[src/rtl/mac_seq_driver.sv]
// Operand FIFO plus clear/run/capture sequencer in front of the signed MAC.
// Presents each vector's accumulated dot product on a valid/ready port.
module mac_seq_driver #(
  parameter int WIDTH = 8,
  parameter int DEPTH = 4,
  parameter int LEN_W = 8
) (
  input  logic               clk,
  input  logic               rst,
  input  logic               in_valid,
  output logic               in_ready,
  input  logic [WIDTH-1:0]   in_w,
  input  logic [WIDTH-1:0]   in_x,
  input  logic               in_last,
  output logic               mac_clr,
  output logic               mac_en,
  output logic [WIDTH-1:0]   mac_w,
  output logic [WIDTH-1:0]   mac_x,
  input  logic [2*WIDTH-1:0] mac_out,
  output logic               res_valid,
  input  logic               res_ready,
  output logic [2*WIDTH-1:0] res_data,
  output logic [LEN_W-1:0]   res_len
);

  localparam int AW = $clog2(DEPTH);

  typedef enum logic [2:0] {
    IDLE,
    CLEAR,
    RUN,
    CAPT,
    HOLD
  } state_t;

  state_t state, state_nxt;

  logic [WIDTH-1:0] mem_w [DEPTH];
  logic [WIDTH-1:0] mem_x [DEPTH];
  logic [DEPTH-1:0] mem_l;
  logic [AW:0]      wr_ptr, rd_ptr;
  logic [LEN_W-1:0] cnt;
  logic             empty, full;
  logic             push, pop;
  logic             head_l;

  // Extra pointer bit separates full from empty when indices match.
  assign empty = (wr_ptr == rd_ptr);
  assign full  = (wr_ptr[AW] != rd_ptr[AW]) &&
                 (wr_ptr[AW-1:0] == rd_ptr[AW-1:0]);

  assign in_ready = !full && !rst;
  assign push     = in_valid && in_ready;
  assign pop      = mac_en;

  assign mac_w  = mem_w[rd_ptr[AW-1:0]];
  assign mac_x  = mem_x[rd_ptr[AW-1:0]];
  assign head_l = mem_l[rd_ptr[AW-1:0]];

  always_ff @(posedge clk) begin
    if (push) begin
      mem_w[wr_ptr[AW-1:0]] <= in_w;
      mem_x[wr_ptr[AW-1:0]] <= in_x;
      mem_l[wr_ptr[AW-1:0]] <= in_last;
    end
  end

  always_ff @(posedge clk) begin
    if (rst) begin
      state     <= IDLE;
      wr_ptr    <= '0;
      rd_ptr    <= '0;
      cnt       <= '0;
      res_valid <= 1'b0;
      res_data  <= '0;
      res_len   <= '0;
    end else begin
      state <= state_nxt;
      if (push)
        wr_ptr <= wr_ptr + 1'b1;
      if (pop)
        rd_ptr <= rd_ptr + 1'b1;
      if (state == CLEAR)
        cnt <= '0;
      else if (pop)
        cnt <= cnt + 1'b1;
      // mac_out already holds the last term here
      if (state == CAPT) begin
        res_data  <= mac_out;
        res_len   <= cnt;
        res_valid <= 1'b1;
      end else if (state == HOLD && res_ready) begin
        res_valid <= 1'b0;
      end
    end
  end

  always_comb begin
    state_nxt = state;
    mac_clr   = rst;
    mac_en    = 1'b0;
    case (state)
      IDLE: begin
        if (!empty)
          state_nxt = CLEAR;
      end
      CLEAR: begin
        mac_clr   = 1'b1;
        state_nxt = RUN;
      end
      RUN: begin
        mac_en = !empty && !rst;
        if (!empty && head_l)
          state_nxt = CAPT;
      end
      CAPT: begin
        state_nxt = HOLD;
      end
      HOLD: begin
        if (res_ready)
          state_nxt = IDLE;
      end
      default: begin
        state_nxt = IDLE;
      end
    endcase
  end

endmodule

[config.mk]
export PLATFORM = sky130hd
export DESIGN_NAME = mac_seq_driver
export DESIGN_NICKNAME = d
export VERILOG_FILES = /design/src/rtl/mac_seq_driver.sv
export SDC_FILE = /design/constraint.sdc
export NUM_CORES = 1
export LEC_CHECK = 0
export ABC_AREA = 1
export CAP_MARGIN = 20
export CELL_PAD_IN_SITES_DETAIL_PLACEMENT = 1
export CELL_PAD_IN_SITES_GLOBAL_PLACEMENT = 2
export CORE_AREA = 2 2 119 121
export CTS_CLUSTER_DIAMETER = 150
export DETAILED_ROUTE_END_ITERATION = 16
export DIE_AREA = 0 0 121 123
export GPL_TIMING_DRIVEN = 0
export PLACE_DENSITY_LB_ADDON = 0.25
export SYNTH_ARGS = -nofsm -noshare
export SYNTH_HDL_FRONTEND = slang
export SYNTH_SLANG_ARGS = --single-unit
[constraint.sdc]
create_clock -name clk -period 2.9 [get_ports clk]
set_clock_uncertainty 0.15 [all_clocks]
set_input_delay 0.87 -clock clk [delete_from_list [all_inputs] [get_ports clk]]
set_output_delay 0.87 -clock clk [all_outputs]
set_load 0.02 [all_outputs]
**Run 1: wiring heat map**

(3 px per um) 24 x 25 tiles, from dark blue (low) to red (high), scaled to the fullest tile. Values are wire area over tile area, all layers added.
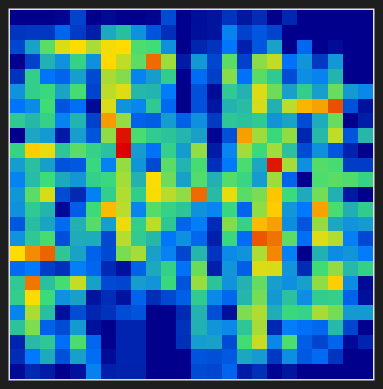
mean over tiles: 0.12
tiles over half the peak: 22%
fullest tile: 0.37
nearly empty tiles: 11%

**Run 1: the metal 3 layer**

(4 px per um) Cells faint in the background.
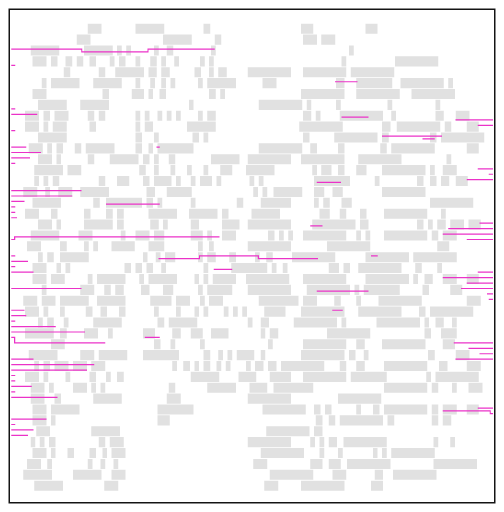
main direction: horizontal
wire length on this layer: 583 um

**Run 1: met2 routing**

(4 px per um) Cells faint in the background.
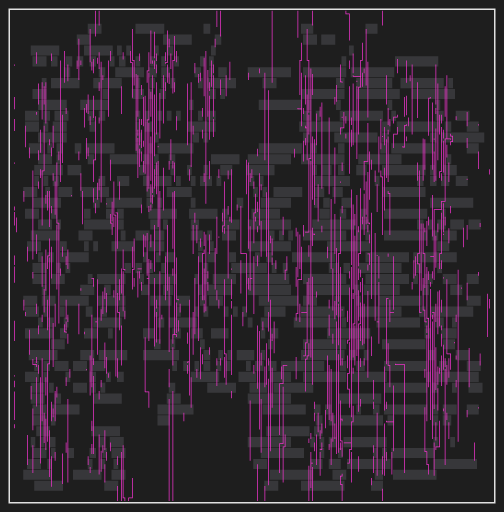
wire length on this layer: 5,430 um
share of all routed wire: 49%
nets with wire on the layer: 478

==> impl_metrics.ini, run 1 <==
; implementation run metrics
[critical_path]
crit_path_max_fanout = 7
cp_cell_sequence = clkdlybuf4s15_1, inv_2, buf_4, nand2_2, clkbuf_2
crit_slowest_cell = clkdlybuf4s15_1
required_ps = 1880
crit_arrival_ps = 1760
slowest_delay_ps = 280

[finish]
layoutNonFillerInstCount = 705
utilization_pct = 43.0
drive_gt1_share_pct = 11.3
layout_top_cell = nor2_1
ff_count = 112
syn_to_final_growth_pct = 32.3
stdcell_area_sq_um = 5850
seq-cell-share_pct = 50.0
comb_area_sq_um = 1320
antennaDiodeCount = 1
lay_top_cells = nor2_1 (78), edfxtp_1 (68), o21ai_0 (61)

[routing]
wirelength_um = 11100
met3_length_um = 583
dr.pass1.iters = 4
via_count = 3362
routed_via_density = 4.77
wl_per_cell_um = 15.8

[min_path]
worstHoldPathType = register to register

[logic_synthesis]
synthTopCellsByArea = edfxtp_1 (46%), dfxtp_1 (20%), nor2_1 (7.0%)
syn_avg_cell_area_sq_um = 10.5
syn_area_sq_um = 4420
top_area_share_pct = 46.2
aoi_share_pct = 12.5
logic_family = simple AND/OR/NAND/NOR gates
syn-instance-count = 422
synth_cell_types = 26
xor_share_pct = 0.566
ys_cells = 422
syn-num-nets = 465
simple_gate_area_share_pct = 14.6
synth_warnings = 0

[status]
status = complete, no violations

[global_route]
grt_busiest_layer = met2
gr-usage-met2_pct = 27.5
use_met1_pct = 19.9
grt_pass1_wl_um = 18400
grt_start_max_net_pins = 19
grtUsageTotal_pct = 16.2

[floorplan]
io_pins = 81
initial_core_util_pct = 32.5
taps = 180
die_area_sq_um = 14900
die_x_um = 121
die_h_um = 123

[final_timing]
grt_setup_unrepaired = no
worst_slew_pin_slew_ps = 467
hold_viol = 0
fmax_mhz = 360
finalSetupTns_ps = 0

[pwr]
max-vdd-ir-drop_uv = 230
p_leak_uw = 0.00214
p_comb_share_pct = 10.9
p_per_area_nw_per_um2 = 560
p_clk_share_pct = 35.7
p_int_uw = 2460

[clocking]
ctsHoldBuffers = 0
cts_buffers = 9
clk_pin_slew_ps = 70
clk_path_buf_depth = 2

[placement]
place_area_sq_um = 5550
place_congestion = 0.718
io_buffers = 80
dpl.cell_count = 686
-- run 1: power by group through the flow --
stage	registers, uW	clock network (uW)	logic (uW)
after floorplan	1790	0	169
after global placement	1790	0	355
after detailed placement	1790	0	372
after CTS	1750	1210	363
after global routing	1760	1270	396
final	1750	1170	358
-- run 1: synth_stat cells --
master	number
dfxtp_1	44
nand2_4	1
o21ai_2	2
clkbuf_1	12
buf_2	4
nor2_1	82
edfxtp_1	68
xnor2_2	1
a21oi_1	20
nor3_2	1
nand2_1	37
o21ai_0	61
a21oi_2	1
nor3_4	1
ha_1	6
nand3_1	9
o22ai_1	16
inv_2	3
o21ai_1	4
buf_4	1
xor2_1	1
nor2_2	1
inv_1	32
nand3_2	3
nand3_4	1
nand4_1	10
-- run 1: through the flow --
step                      hold WS, ps  worst slack [ps]
after floorplan                   294               425
after global placement            316              -886
after detailed placement          332              -892
after CTS                         343              12.5
after global routing              379              2.80
final                             345               123
-- run 1: sequential cells by signal (all words and copies together), names as in the netlist, named ones only --
name / cells
cnt: 8
mem_l: 4
mem_w: 32
mem_x: 32
rd_ptr: 3
res_data: 16
res_len: 8
res_valid: 1
state: 3
wr_ptr: 3
-- run 1: timing repair --
action                                  4_1_cts  5_1_grt
gates resized                                50        5
endpoints found under the setup margin       19        4
buffers inserted                              0        2
-- run 1: worst paths after layout --
| kind | startpoint | to | slack, ps | cells past startpoint |
|---|---|---|---|---|
| worst max-delay path | rst | mac_clr | 120 | 5 |
| worst max register to register | wr_ptr[1] | mem_x[1][2] | 800 | 7 |
| worst min-delay path | cnt[7] | cnt[7] | 340 | 2 |
| worst min register to register | cnt[7] | cnt[7] | 340 | 2 |
-- run 1: worst min-delay path: cells and delay by family (launching register included) --
kind            cells  cell delay (ps)
flops               1              330
compound gates      1               60
simple gates        1               70
**Run 1: pin map**

(4 px per um) Pins as bars across the die edge, other pins in grey.
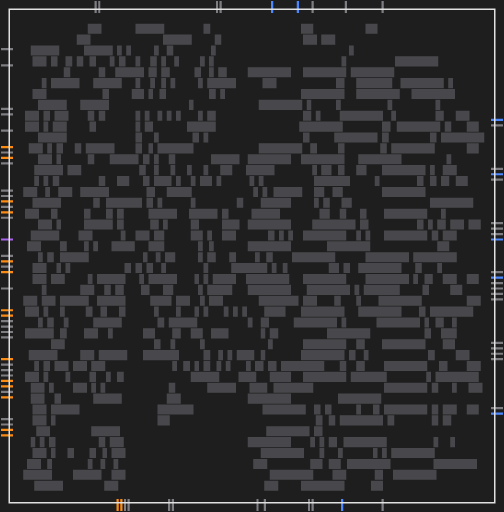

==> run 2: changes to the inputs <==
--- a/config.mk
+++ b/config.mk
@@ -16,4 +16,6 @@
 export GPL_TIMING_DRIVEN = 0
 export PLACE_DENSITY_LB_ADDON = 0.25
+export SKIP_CTS_REPAIR_TIMING = 1
+export SLEW_MARGIN = 15
 export SYNTH_ARGS = -nofsm -noshare
 export SYNTH_HDL_FRONTEND = slang
==> constraint.sdc (replaced) <==
create_clock -name clk -period 2.9 [get_ports clk]
set_clock_uncertainty 0.15 [all_clocks]
set_input_delay 0.29 -clock clk [delete_from_list [all_inputs] [get_ports clk]]
set_output_delay 0.29 -clock clk [all_outputs]
set_load 0.02 [all_outputs]
**Run 2: pin map**

(4 px per um) Pins as bars across the die edge, other pins in grey.
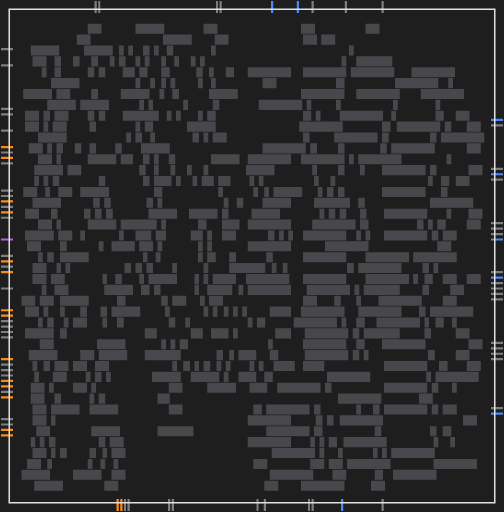
legend:
  `in_last`:
    colour: purple
    pins: 1
    direction: input
    edge: left
  `in_w`:
    colour: blue
    pins: 8
    direction: input
    edge: 5 right, 2 top, 1 bottom
  `mac_out`:
    colour: orange
    pins: 16
    direction: input
    edge: 14 left, 2 bottom
all pins by edge: 39 left, 21 right, 12 bottom, 9 top

**Run 2: routing congestion map**

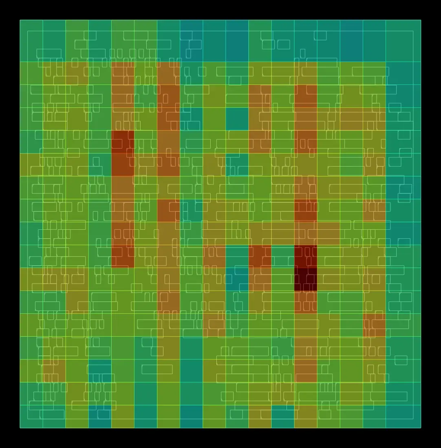
busiest grt layer: met2
fin util: 42.6%

**Run 2: wiring heat map**

(3 px per um) 24 x 25 tiles, from dark blue (low) to red (high), scaled to the fullest tile. Values are wire area over tile area, all layers added.
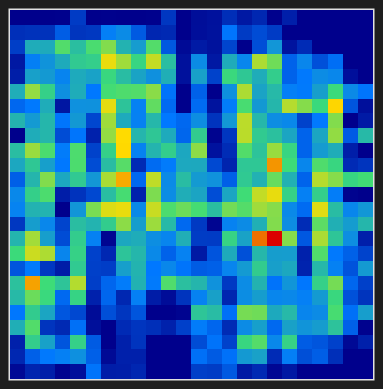
Post-Route WL: 11,100 um
Vias: 3,321
WL/cell: 15.8 um
Tot GR Track Use: 16.1%

==> run 2 against run 1 <==
Against the previous run: first-iteration DRC count fell by 23%; combinational power rose by 1%; global-route usage fell by 0.12 points.
==> impl_metrics.ini, run 2 <==
; implementation run metrics
[final_timing]
grt_setup_unrepaired = no
finalSetupTns_ps = 0
fmax_mhz = 369
hold_ws_ps = 342

[logic_synthesis]
synthTopCellsByArea = edfxtp_1 (46%), dfxtp_1 (20%), nor2_1 (7.0%)
syn_area_sq_um = 4420
synth_warnings = 0
ff_type = edfxtp_1
ys_top_cells_by_count = nor2_1 (82), edfxtp_1 (68), o21ai_0 (61)
most_common_cell = nor2_1
synth_cell_types = 26
ys_cells = 422
logic_family = simple AND/OR/NAND/NOR gates
aoi_share_pct = 12.5
syn-num-nets = 465
top_area_share_pct = 46.2

[floorplan]
io_pins = 81
die_h_um = 123
initial_core_util_pct = 32.5
die_x_um = 121

[critical_path]
crit_arrival_ps = 2270
required_ps = 2460
slowest_delay_ps = 640
crit_path_max_fanout = 10

[pwr]
pg_clk_uw = 1170
p_leak_uw = 0.00208
p_comb_share_pct = 11.0
p_clk_share_pct = 35.6
p_int_uw = 2470
combinationalPower_uw = 362
maxPowerGroup = sequential cells

[finish]
drive_gt1_share_pct = 8.62

[clocking]
clk_pin_slew_ps = 70
clk_path_buf_depth = 2

[global_route]
grt_pass1_wl_um = 18300

[routing]
dr.pass1.iters = 4
routed_via_density = 4.72

[status]
status = complete, no violations
==> run 2: cell counts after synthesis <==
No cell type changed its count.
==> run 2: metal layers <==
metal / track usage (%) / up-vias / part of all wire [%] / wire (um)
li1: - / 1648 / - / -
met1: 19.8 / 1581 / 44 / 4890
met2: 27.4 / 80 / 49 / 5400
met3: 3.92 / 12 / 5.5 / 612
met4: 6.25 / 0 / 1.6 / 174
met5: 0 / - / 0 / 0
==> run 2: worst paths after layout <==
path / from / endpoint / cells past startpoint
hold / removal: cnt[4] / res_len[4] / 2
hold reg to reg: cnt[4] / res_len[4] / 2
setup reg to reg: wr_ptr[1] / mem_x[3][1] / 7
setup / recovery: register / mac_x[3] / 4
==> run 2: layout make-up <==
type                            instances  area, sq um  share of cell area [%]
Multi-Input combinational cell        258         1310                    22.6
Clock inverter                          6         42.5                   0.734
Clock buffer                           10          229                    3.95
Timing Repair Buffer                   84          857                    14.8
Tap cell                              180          225                    3.89
Inverter                               35          131                    2.27
Antenna cell                            1         2.50                  0.0432
Sequential cell                       112         2920                    50.4
Buffer                                 17         77.6                    1.34
==> run 2: logic make-up after synthesis <==
logic type               after synthesis
AND-OR/OR-AND                        104
flip-flops                           112
AND/OR/NAND/NOR                      146
XOR/XNOR                               2
buffers and inverters                 52
adder cells (fa/ha/maj)                6
==> run 2: through the flow <==
step                      worst slack [ps]  instance area (sq um)  utilization [%]  std cells
after detailed placement               277                   5520             40.5        686
final                                  193                   5800             42.6        703
after global routing                  3.47                   5790             42.6        702
after floorplan                        766                   4420                -        422
after CTS                             24.3                   5790             42.5        702
after global placement                -274                   5450             40.0        682
==> run 2: critical path: cells and delay by family (launching register included) <==
family	cells	cell delay, ps
buffers and inverters	2	1070
AND-OR/OR-AND	2	420
flip-flops	1	410
No activity file was given, so power comes from the tool's default toggle rates.
